===== config.mk =====
export PLATFORM = sky130hd
export DESIGN_NAME = curtain_step_ctrl
export DESIGN_NICKNAME = d
export VERILOG_FILES = /design/src/rtl/curtain_pkg.sv /design/src/rtl/step_rate_div.sv /design/src/rtl/curtain_step_ctrl.sv
export SDC_FILE = /design/constraint.sdc
export NUM_CORES = 1
export LEC_CHECK = 0
export CAP_MARGIN = 20
export CORE_AREA = 2 2 81 83
export DETAILED_ROUTE_END_ITERATION = 10
export DIE_AREA = 0 0 83 85
export PLACE_DENSITY = 0.76
export SYNTH_ARGS = -nofsm -noshare
export SYNTH_HDL_FRONTEND = slang
export SYNTH_SLANG_ARGS = --single-unit

===== constraint.sdc =====
create_clock -name clk -period 5.1 [get_ports clk]
set_input_delay 0.765 -clock clk [delete_from_list [all_inputs] [get_ports clk]]
set_output_delay 0.765 -clock clk [all_outputs]
set_load 0.02 [all_outputs]

===== src/rtl/curtain_pkg.sv =====
// rtl/curtain_pkg.sv - shared types and defaults for the curtain stepper blocks
package curtain_pkg;

  // Default geometry, shared with the phase sequencers and light-compare logic
  localparam int POS_W_DEF   = 12;
  localparam int MAX_POS_DEF = 2048;

  // Direction encoding: open moves position up, close moves it down
  localparam logic DIR_OPEN  = 1'b1;
  localparam logic DIR_CLOSE = 1'b0;

  typedef enum logic [1:0] {
    IDLE   = 2'd0,
    SETTLE = 2'd1,
    RUN    = 2'd2,
    DONE   = 2'd3
  } state_e;

endpackage


===== src/rtl/step_rate_div.sv =====
// rtl/step_rate_div.sv - step rate divider with clear/enable and wrap tick
module step_rate_div #(
  parameter int DIV = 50000
) (
  input  logic clk,
  input  logic rst_n,
  input  logic clr,
  input  logic en,
  output logic tick
);

  localparam int CW = (DIV > 1) ? $clog2(DIV) : 1;

  logic [CW-1:0] cnt_q;
  logic [CW-1:0] cnt_d;

  // Tick on the last count of the period so the caller acts on the wrap edge
  assign tick = en && (cnt_q == CW'(DIV - 1));

  // Next count: clear wins, otherwise advance and wrap at DIV-1
  always_comb begin
    cnt_d = cnt_q;
    if (clr) begin
      cnt_d = '0;
    end else if (en) begin
      cnt_d = tick ? '0 : cnt_q + CW'(1);
    end
  end

  // Counter register
  always_ff @(posedge clk or negedge rst_n) begin
    if (!rst_n) begin
      cnt_q <= '0;
    end else begin
      cnt_q <= cnt_d;
    end
  end

endmodule


===== src/rtl/curtain_step_ctrl.sv =====
// rtl/curtain_step_ctrl.sv - curtain position controller issuing step pulses
module curtain_step_ctrl
  import curtain_pkg::*;
#(
  parameter int POS_W   = POS_W_DEF,
  parameter int MAX_POS = MAX_POS_DEF,
  parameter int DIV     = 50000,
  parameter int SETUP   = 16
) (
  input  logic             clk,
  input  logic             rst_n,
  input  logic             cmd_valid,
  output logic             cmd_ready,
  input  logic [POS_W-1:0] cmd_pos,
  input  logic             abort,
  output logic             step,
  output logic             dir,
  output logic [POS_W-1:0] pos,
  output logic             busy,
  output logic             done
);

  localparam int               SCW   = $clog2(SETUP + 1);
  localparam logic [POS_W-1:0] MAX_P = POS_W'(MAX_POS);

  state_e           state_q, state_d;
  logic [POS_W-1:0] tgt_q, tgt_d;
  logic [POS_W-1:0] pos_q, pos_d;
  logic [SCW-1:0]   set_cnt_q, set_cnt_d;
  logic             dir_q, dir_d;
  logic             step_q, step_d;
  logic             busy_q, busy_d;
  logic             done_q, done_d;
  logic [POS_W-1:0] clamp_pos;
  logic             rate_tick;
  logic             at_limit;

  // Rate counter runs only in RUN and sits at zero otherwise
  step_rate_div #(.DIV(DIV)) u_rate (
    .clk   (clk),
    .rst_n (rst_n),
    .clr   (state_q != RUN),
    .en    (state_q == RUN),
    .tick  (rate_tick)
  );

  assign clamp_pos = (cmd_pos > MAX_P) ? MAX_P : cmd_pos;
  assign at_limit  = (dir_q == DIR_OPEN) ? (pos_q >= MAX_P) : (pos_q == '0);

  assign cmd_ready = (state_q == IDLE);
  assign step      = step_q;
  assign dir       = dir_q;
  assign pos       = pos_q;
  assign busy      = busy_q;
  assign done      = done_q;

  // Next-state and registered-output decode for the move sequencer
  always_comb begin
    state_d   = state_q;
    tgt_d     = tgt_q;
    pos_d     = pos_q;
    set_cnt_d = set_cnt_q;
    dir_d     = dir_q;
    step_d    = 1'b0;
    busy_d    = busy_q;
    done_d    = 1'b0;
    case (state_q)
      IDLE: begin
        busy_d = 1'b0;
        if (cmd_valid) begin
          tgt_d = clamp_pos;
          if (clamp_pos == pos_q) begin
            state_d = DONE;
            done_d  = 1'b1;
          end else begin
            dir_d     = (clamp_pos > pos_q) ? DIR_OPEN : DIR_CLOSE;
            set_cnt_d = '0;
            busy_d    = 1'b1;
            state_d   = SETTLE;
          end
        end
      end
      SETTLE: begin
        if (abort) begin
          state_d = DONE;
          done_d  = 1'b1;
          busy_d  = 1'b0;
        end else if (set_cnt_q == SCW'(SETUP - 1)) begin
          state_d = RUN;
        end else begin
          set_cnt_d = set_cnt_q + SCW'(1);
        end
      end
      RUN: begin
        // Abort and arrival both end the move; abort also swallows a coincident wrap
        if (abort || (pos_q == tgt_q)) begin
          state_d = DONE;
          done_d  = 1'b1;
          busy_d  = 1'b0;
        end else if (rate_tick) begin
          if (at_limit) begin
            state_d = DONE;
            done_d  = 1'b1;
            busy_d  = 1'b0;
          end else begin
            step_d = 1'b1;
            pos_d  = (dir_q == DIR_OPEN) ? pos_q + POS_W'(1) : pos_q - POS_W'(1);
          end
        end
      end
      DONE: begin
        busy_d  = 1'b0;
        state_d = IDLE;
      end
      default: state_d = IDLE;
    endcase
  end

  // State and output registers; reset defines the closed position as zero
  always_ff @(posedge clk or negedge rst_n) begin
    if (!rst_n) begin
      state_q   <= IDLE;
      tgt_q     <= '0;
      pos_q     <= '0;
      set_cnt_q <= '0;
      dir_q     <= DIR_CLOSE;
      step_q    <= 1'b0;
      busy_q    <= 1'b0;
      done_q    <= 1'b0;
    end else begin
      state_q   <= state_d;
      tgt_q     <= tgt_d;
      pos_q     <= pos_d;
      set_cnt_q <= set_cnt_d;
      dir_q     <= dir_d;
      step_q    <= step_d;
      busy_q    <= busy_d;
      done_q    <= done_d;
    end
  end

endmodule

==> images/layer_met1.png <==
Bar = 20 microns.
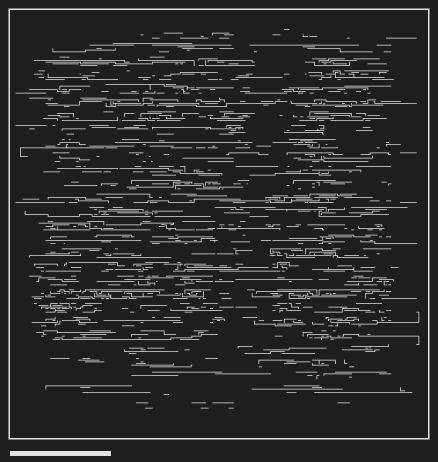
nets with wire on the layer: 392
longest straight run: 27.1 microns
share of all routed wire: 45%
wire length on this layer: 3180 microns
met1 global-route usage: 25.59%
routed wire length: 7.033 mm
via count: 2572

==> images/layer_met2.png <==
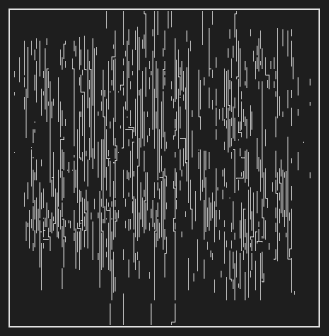
wire length on this layer: 3430 microns
main direction: vertical
nets with wire on the layer: 349
share of all routed wire: 49%
longest straight run: 41.5 microns
met2 Use GR: 34.53%

==> images/cell_density.png <==
Bar = 20 microns. 8 x 8 tiles, from black (low) to pale yellow (high), 0 to 100% covered.
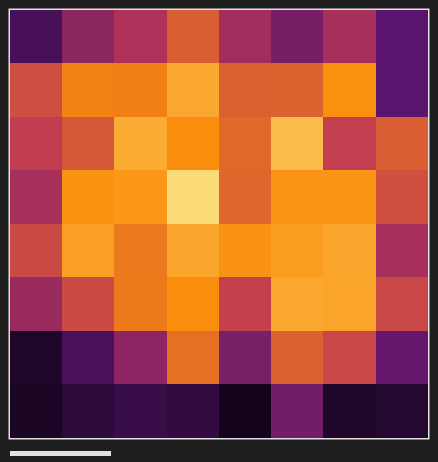
fullest tile: 92%
mean over tiles: 53%
tiles over 75% full: 28%
densest ninth of the die: middle
emptiest ninth of the die: bottom left
final core occ: 62.05%
Core ar.: 0.006205 sq mm
Pre-Place Util: 53.78%

==> images/congestion.png <==
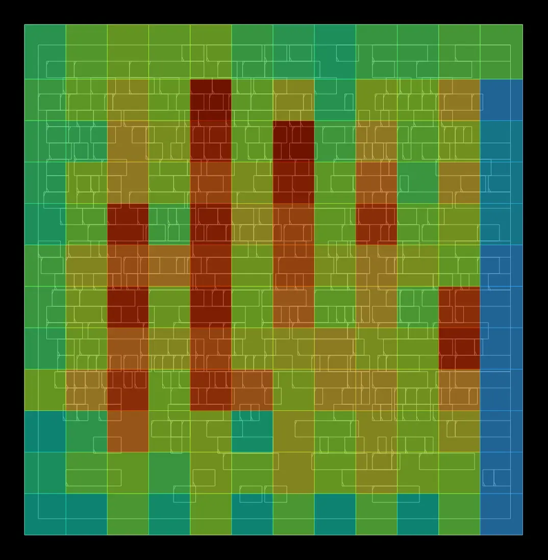
total track usage: 20.53%
GRT busiest layer: met2
Avg WL per Cell: 15.42 microns

==> reports/summary.txt <==
Status -> finished clean
Hpwl dp -> 5.118 mm
Detail Route Antenna Nets -> 0
Setup TNS -> 0 ps
Critical Path Max Stage Delay -> 760 ps
Tmin final -> 3001 ps
Layout filler cell count -> 517
Layout cell share with drive strength beyond 1 -> 7.652%
Mapped cell area -> 0.003337 sq mm
Pin count of the biggest net entering global routing -> 52
Drt drc -> 0
Vias/cell -> 5.640
CP Data Arrival Time -> 3180 ps
Slew margin rel. -> 56.31%
Crit path buf inv count -> 1
Worst Max-Slew Pin Slew -> 655.4 ps
RD Place Congestion -> 0.8131
Clk_skew -> 5.034 ps
Stage-log warning count -> 30
Worst VDD drop -> 0.3343 mV
Highest-delay cell along the critical path -> clkdlybuf4s50_1
Ys Warns -> 0
# diodes -> 0
Cts repair resizes -> 0
Total congestion overflow -> 0
Sequential area share after synthesis -> 38.25%
Syn Nets -> 393
Cells after synthesis -> 346
Synth Area per Inst -> 9.644 sq um
MaxCap Viol Count -> 0
PortBufs -> 32
Clk slew on worst S/H paths -> 90 ps
Total CTS buffers -> 5
Row Count -> 29
CP Data Required Time -> 5280 ps
Die height -> 85 microns
Vias in the first global route -> 2509
Cells on worst reg2reg path -> 8
Post-synth ARST share -> 100.0%
CTS sink cnt -> 51
First drt pass iteration count -> 4
Initial antenna violation count -> 0
[cell usage after synthesis, types with 9 or more instances]
cell type  count  area share, %
and3_1         9            1.7
nor2_1        28            3.1
xnor2_1       26            6.8
ha_1          30             11
nand3_1       11            1.6
inv_1         24            2.7
o21ai_0       12            1.8
dfrtp_1       51             38
nand2_1       24            2.7
mux2_2        11            3.7
nor2b_1       11            2.1
a21oi_1       14            2.1
[cells in the final DEF, fill, tap and decap left out, types with 7 or more instances in the layout]
cell type | netlist | final
nand2_1 | 24 | 24
mux2_2 | 11 | 11
clkdlybuf4s50_1 | 0 | 31
and3_1 | 9 | 9
o21ai_0 | 12 | 12
nand4_1 | 7 | 7
dfrtp_1 | 51 | 51
a21oi_1 | 14 | 14
xor2_1 | 8 | 8
inv_1 | 24 | 24
a21o_1 | 8 | 8
xnor2_1 | 26 | 26
nor2b_1 | 11 | 11
ha_1 | 30 | 30
nor2_1 | 28 | 28
nand3_1 | 11 | 11
[cell type report]
| type | count | area, sq um | share of cell area, % |
|---|---|---|---|
| Sequential cell | 51 | 1276 | 33.15 |
| Inverter | 24 | 90.09 | 2.340 |
| Timing Repair Buffer | 33 | 322.8 | 8.385 |
| Clock inverter | 2 | 60.06 | 1.560 |
| Tap cell | 77 | 96.34 | 2.502 |
| Clock buffer | 6 | 72.57 | 1.885 |
| Multi-Input combinational cell | 263 | 1932 | 50.18 |
[cell families after synthesis]
kind of cell	Yosys count	synth area share [%]
AND-OR/OR-AND	66	12.79
XOR/XNOR	35	9.412
adder cells (fa/ha/maj)	31	11.85
buffers and inverters	32	3.862
flip-flops	51	38.25
multiplexers	15	4.949
AND/OR/NAND/NOR	116	18.90
[registers in the layout (all words and copies together) (netlist names), 2 cells and up]
register	count
state_q	2
set_cnt_q	5
tgt_q	12
u_rate.cnt_q	16
pos	12
[metrics by stage]
stage          area [sq um]  total power [uW]  setup slack (ps)  hold WS (ps)  std cells
4_1_cts                3850              1611              2112         475.7        456
2_1_floorplan          3337              1092              2600         425.1        346
3_5_place_dp           3717              1270              1766         458.6        448
3_3_place_gp           3717              1242              1867         449.5        448
5_1_grt                3850              1717              1836         494.7        456
6_report               3850              1604              2099         483.5        456
[power breakdown]
| group | total, uW | leakage (uW) | switching (uW) | internal [uW] |
|---|---|---|---|---|
| Clock | 335 | 0.0000654 | 138 | 196 |
| Sequential | 553 | 0.000658 | 69.4 | 484 |
| Combinational | 716 | 0.00104 | 394 | 323 |
| Total | 1600 | 0.00176 | 601 | 1000 |
[metal layers]
| metal | vias to the layer above | part of all wire (%) | track usage (%) |
|---|---|---|---|
| li1 | 1280 | - | - |
| met1 | 1219 | 45 | 25.59 |
| met2 | 58 | 49 | 34.53 |
| met3 | 15 | 3.5 | 5.058 |
| met4 | 0 | 2.5 | 8.048 |
| met5 | - | 0 | 0 |
[path summary, 6_finish.rpt]
check	start	end	slack (ps)
setup / recovery	cmd_pos[11]	set_cnt_q[3]	2100
hold / removal	u_rate.cnt_q[0]	u_rate.cnt_q[0]	480
setup reg to reg	dir	pos[11]	2410
hold reg to reg	u_rate.cnt_q[0]	u_rate.cnt_q[0]	480
max in group asynchronous	rst_n	tgt_q[2]	4100
min in group asynchronous	rst_n	pos[0]	560
Power is estimated from default activity; no workload was simulated.
